### Clock wires, drivers and flops, run 1

Drawn at 4 px/µm.
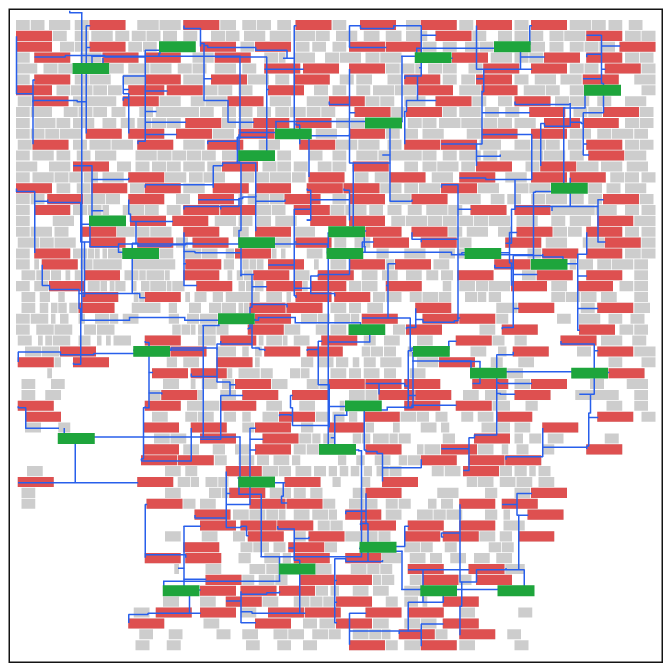
### PDN straps and rails, run 1

Drawn at 3 px/µm. Pins as bars on the die edge.
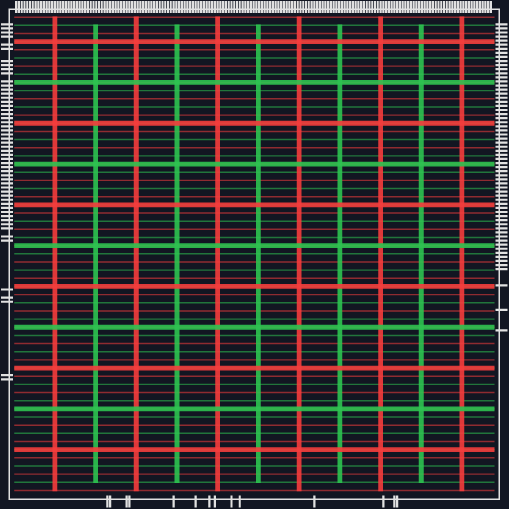
### The metal 4 layer, run 1

Drawn at 2 px/µm.
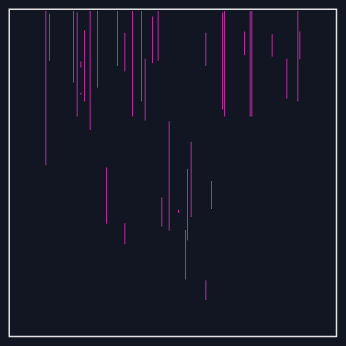
### Placement density heat map, run 1

Drawn at 1.5 px/µm. 16 x 16 tiles, from white (low) to dark blue (high), 0 to 100% covered.
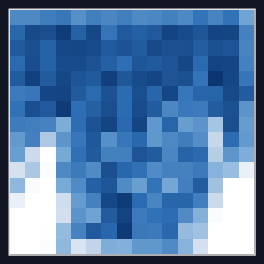
==> config.mk <==
export PLATFORM = sky130hd
export DESIGN_NAME = fragment_hazard_scheduler
export DESIGN_NICKNAME = d
export VERILOG_FILES = /design/src/rtl/fragment_hazard_scheduler.sv
export SDC_FILE = /design/constraint.sdc
export NUM_CORES = 1
export LEC_CHECK = 0
export ABC_AREA = 0
export CORE_UTILIZATION = 51
export DETAILED_ROUTE_END_ITERATION = 10
export PLACE_DENSITY = 0.86
export SLEW_MARGIN = 5
export SYNTH_ARGS = -nofsm -noshare
export SYNTH_HDL_FRONTEND = slang
export SYNTH_SLANG_ARGS = --single-unit
==> constraint.sdc <==
create_clock -name aclk -period 10.3 [get_ports aclk]
set_clock_uncertainty 0.15 [all_clocks]
set_input_delay 1.03 -clock aclk [delete_from_list [all_inputs] [get_ports aclk]]
set_output_delay 1.03 -clock aclk [all_outputs]
set_load 0.01 [all_outputs]
==> results.yml, run 1 <==
# yosys + openroad results
drt:
  drtAntennaViolNets: 0
  met3_wirelength_mm: 1.971
  vias_per_cell: 5.326
  dr.pass1.iters: 4
  wl_met1_mm: 13.86
  wl_met2_mm: 17.15
  drc: 0
  drt_iter0_markers: 549
  wl_per_cell_um: 22.72
layout:
  n_fill_cell: 1721
  final_cell_count_no_fill: 1501
  largest_reg_flops: 128
  nNonClkInverters: 9
  drive_above_1_share: 0.2825
  nNonClkBuffers: 309
  logic_gates: 508
  regArea_um2: 7157
  sh_comb_area: 0.3113
  final_cell_mix: "clkdlybuf4s50_1, dfrtp_1, mux2_2, mux2_4, xor2_1"
  clkbuf_count: 41
  final_nets: 1307
  finish.instance_area_um2: 17170
  comb_area_um2: 5345
  largest_class: "flip-flops and latches"
  flops: 286
  seq_share: 0.4169
  mostFrequentLayoutCell: "clkdlybuf4s50_1"
  n_antenna_cell: 3
  buffer_area_frac: 0.1802
power_and_ir_drop:
  internal_power_w: 0.003363
  pg_seq_w: 0.00182
  total_leakage_power_nw: 7.997
  p_comb_frac: 0.362
  power_frac_seq: 0.383
  power_density_nw_per_um2: 276.2
  switchingPower_w: 0.001378
  power_leader: "registers"
  pg_comb_w: 0.00171
  swShare: 0.2907
  power_w: 0.004741
placement:
  io_buffers: 304
  dpl.hpwl_mm: 22.61
  dp_cells: 1442
  gp_congestion: 0.8547
  pre_cts_slack_ns: 5.030
  placed_cell_area_um2: 16050
worst_setup_path:
  path_depth: 8
  rrSetupSlack_ns: 6.75
  crit_buf_inv: 2
  worst_ep_required_time_ns: 9.12
  cpLargestDelayFamily: "buffers and inverters"
  cp.arrival_ns: 4.17
  end_kind: "output pin"
  cpPeakStageDelay_ns: 0.87
  crit_chain: "clkdlybuf4s50_1, xor2_1, nor4_1, nand4_1, nand4_1, o21ai_2, and2_1, clkdlybuf4s50_1"
  crit_fanout: 17
  cpMaxStageDelayCell: "clkdlybuf4s50_1"
  cp-start-kind: "primary input"
grt:
  busiest_layer: "met2"
  grt_use_total: 0.2567
  grt_pass1_wl_mm: 51.27
  grt_overflow_total: 0
  grt_pass1_vias: 8510
  antenna_found_initial: 4
  met1_usage: 0.3261
logic_synthesis:
  synthAoiAreaFrac: 0.007110
  yosysChipArea_um2: 13200
  yosysTopAreaCellShare: 0.5422
  ys_dominant_reg_cell: "dfrtp_1"
  ys_seq_frac: 0.5422
  xor_share: 0.07896
  syn_inst: 862
  top_logic_kind: "multiplexers"
  ys_sh_adder: 0.01100
  edf_count: 0
  ys_cells: 862
  ys_async_sr_fraction: 1.000
  yosysWarnings: 0
  mux_area_frac: 0.2644
  synthMostInstantiatedCell: "dfrtp_1"
  yosysTopAreaCell: "dfrtp_1"
  yosys.area_share.simple: 0.04351
  common_cells: "dfrtp_1, mux2_2, mux2_4, xor2_1, buf_6"
  synth.distinct_cells: 38
  topCellsByArea: "dfrtp_1, mux2_4, mux2_2"
  syn_avg_cell_area_um2: 15.31
clocking:
  cts.path.max_buffers: 3
  cts_resized: 0
  cts_setup_buffers: 0
  clock-sinks: 286
  cts_tree: "yes"
  htree_num_levels: 1
  cts_buffers: 31
  path_clk_slew_ns: 0.06
  hold_buffers: 0
sta:
  max_slew.worst_pin.slew_ns: 1.142
  max_freq_mhz: 186.9
  worst_slack_ns: 4.950
  rsz0062_at_grt: "false"
  setup_viol: 0
  setup_tns_ns: 0
  slew_violations: 0
  finalCritPeriodShare: 0.5195
  timing.hold.ws_ns: 0.3336
  slew_headroom: 0.2388
run_status:
  outcome: "completed"
run:
  max-cap-violations: 0
min_path:
  whs_path_depth: 1
  hold_path.class: "reg2reg"
About 'Clock wires, drivers and flops':
- clock wires: blue (length 3560 µm)
- flip-flops: red (count 286)
- clock-net drivers: green (count 31)
- flops lie: widely spread
clk latency late pin: 0.57 ns
clock group power: 0.00121 W
clock power share: 0.255

About 'PDN straps and rails':
- VSS: red
- VDD: green
- signal pins: 305
- rows: 58
- met4 straps: 11
width of the die: 162.9 µm
Die H: 162.9 µm
core area: 25250 µm²
worst vdd ir: 221.0 µV

About 'The metal 4 layer':
- wire length on this layer: 1100 µm
- longest straight run: 76.8 µm
via count: 7994
routed wire length: 34.10 mm

About 'Placement density heat map':
- fullest tile: 98%
- nearly empty tiles: 9.4%
- mean over tiles: 63%
Starting Density: 0.5226
fin util: 0.6798

### Routing congestion, run 1

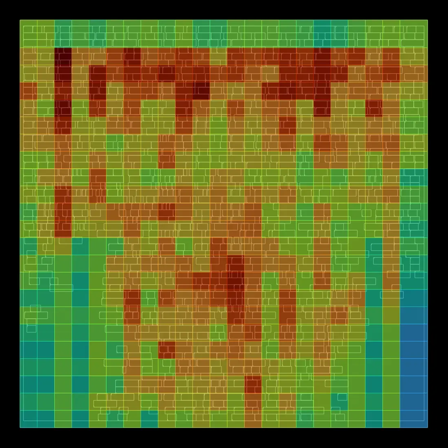

==> inputs of run 2 (changes only) <==
Clock period 10.3 ns to 5.3 ns, I/O delays scaled along.
### Routing congestion, run 2

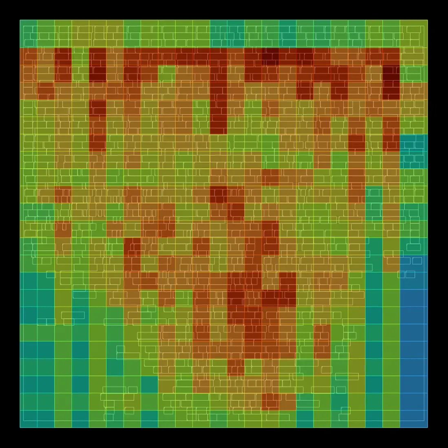
GRT Overall Usage: 0.2555
met2 usage: 0.4170
fin util: 0.6829

==> results.yml, run 2 <==
# yosys + openroad results
grt:
  met3_usage: 0.05017
  grt_overflow_total: 0
  busiest_layer: "met2"
  grt_pass1_vias: 8723
  grt_pass1_wl_mm: 51.85
  met1_usage: 0.3397
  antenna_found_initial: 6
die:
  die_area_um2: 26530
  die_w_um: 162.9
  ios: 305
  nWellTaps: 330
  die_h_um: 162.9
  core-area_um2: 25250
  num_rows: 58
  fp_util: 0.5226
logic_synthesis:
  synth_area_um2: 13200
  common_cells: "dfrtp_1, mux2_2, mux2_4, xor2_1, buf_6"
  yosys.area_share.simple: 0.04351
  xor_share: 0.07896
  synthesis.nets: 1024
  ys_dominant_reg_cell: "dfrtp_1"
  ys_seq_frac: 0.5422
  yosysTopAreaCellShare: 0.5422
  synthAoiAreaFrac: 0.007110
  ys_async_sr_fraction: 1.000
  synthMostInstantiatedCell: "dfrtp_1"
  ys_cells: 862
  synth.distinct_cells: 38
  syn_avg_cell_area_um2: 15.31
  syn_inst: 862
  yosysChipArea_um2: 13200
  numSynthFlops: 286
  edf_count: 0
  top_logic_kind: "multiplexers"
  yosysTopAreaCell: "dfrtp_1"
  mux_area_frac: 0.2644
  yosysWarnings: 0
  ys_sh_adder: 0.01100
  topCellsByArea: "dfrtp_1, mux2_4, mux2_2"
run_status:
  outcome: "completed"
placement:
  io_buffers: 304
  dp_cells: 1452
  pre_cts_slack_ns: 0.6298
  gp_congestion: 0.9302
  placed_cell_area_um2: 16130
  dpl.hpwl_mm: 23.08
drt:
  wl_met2_mm: 16.53
  num_vias: 8115
  wl_per_cell_um: 22.41
  drt_iter0_markers: 523
  met3_wirelength_mm: 1.948
  top_layer_used: "met5"
  dr.pass1.iters: 5
  drc: 0
  drtAntennaViolNets: 0
  wl_met1_mm: 14.06
  vias_per_cell: 5.378
  wl_mm: 33.81
power_and_ir_drop:
  clkPwrFrac: 0.253
  swShare: 0.2899
  powerClk_w: 0.00232
  power_density_nw_per_um2: 531.6
  pg_seq_w: 0.00353
  power_leader: "registers"
  total_leakage_power_nw: 8.039
  pg_comb_w: 0.00331
  power_frac_seq: 0.386
  power_w: 0.009168
  internal_power_w: 0.006510
  ir_drop_uv: 359.0
  switchingPower_w: 0.002658
  p_comb_frac: 0.362
sta:
  rsz0062_at_grt: "false"
  setup_viol: 0
  finalCriticalPeriod_ns: 4.133
  slew_headroom: 0.3247
  finalCritPeriodShare: 0.7798
  slew_violations: 0
  worst_slack_ns: 1.167
  max_slew.worst_pin.slew_ns: 1.005
  setup_tns_ns: 0
  timing.hold.ws_ns: 0.3395
  hold_viol_final: 0
  max_freq_mhz: 242.0
layout:
  final_cell_mix: "clkdlybuf4s50_1, dfrtp_1, mux2_2, mux2_4, xor2_1"
  largest_class: "flip-flops and latches"
  final_cell_count_no_fill: 1509
  final_nets: 1316
  largest_reg_flops: 128
  regArea_um2: 7157
  clock_area_frac: 0.06428
  nNonClkInverters: 9
  area_growth_pct: 30.67
  logic_gates: 508
  seq_share: 0.4150
  finish.instance_area_um2: 17250
  drive_above_1_share: 0.2897
  nNonClkBuffers: 319
  sh_comb_area: 0.3099
  n_fill_cell: 1679
  n_antenna_cell: 2
  flops: 286
  comb_area_um2: 5345
  clkbuf_count: 42
  buffer_area_frac: 0.1844
  mostFrequentLayoutCell: "clkdlybuf4s50_1"
worst_setup_path:
  r2r.worst_path.cells: 13
  end_kind: "flop"
  criticalPathCategory: "in2reg"
  path_depth: 15
  cp-start-kind: "primary input"
  cpLargestDelayFamily: "buffers and inverters"
  rrSetupSlack_ns: 1.64
  cpMaxStageDelayCell: "clkdlybuf4s50_1"
  cpPeakStageDelay_ns: 0.99
  cp.arrival_ns: 4.41
  worst_ep_required_time_ns: 5.58
  crit_fanout: 17
  crit_chain: "clkdlybuf4s50_1, xor2_1, nor4_1, nand4_1, nand4_1, o21ai_2, and3_4, inv_1, ha_1, ha_1, a21o_1, a21oi_1, xnor2_1, nor2_1, xor2_1"
  crit_buf_inv: 2
clocking:
  clock-root-buffer: "clkbuf_16"
  cts_resized: 0
  insertion_delay_ns: 0.56
  cts_buffers: 30
  cts_setup_buffers: 0
  cts.path.max_buffers: 3
  htree_num_levels: 1
  cts_tree: "yes"
  clock-sinks: 286
  path_clk_slew_ns: 0.07
  hold_buffers: 0
run:
  warnings: 34
  max-cap-violations: 0
min_path:
  hold_path.class: "reg2reg"
  whs_path_depth: 1
Power figures rest on the tool's default switching activity, not on a simulated workload.
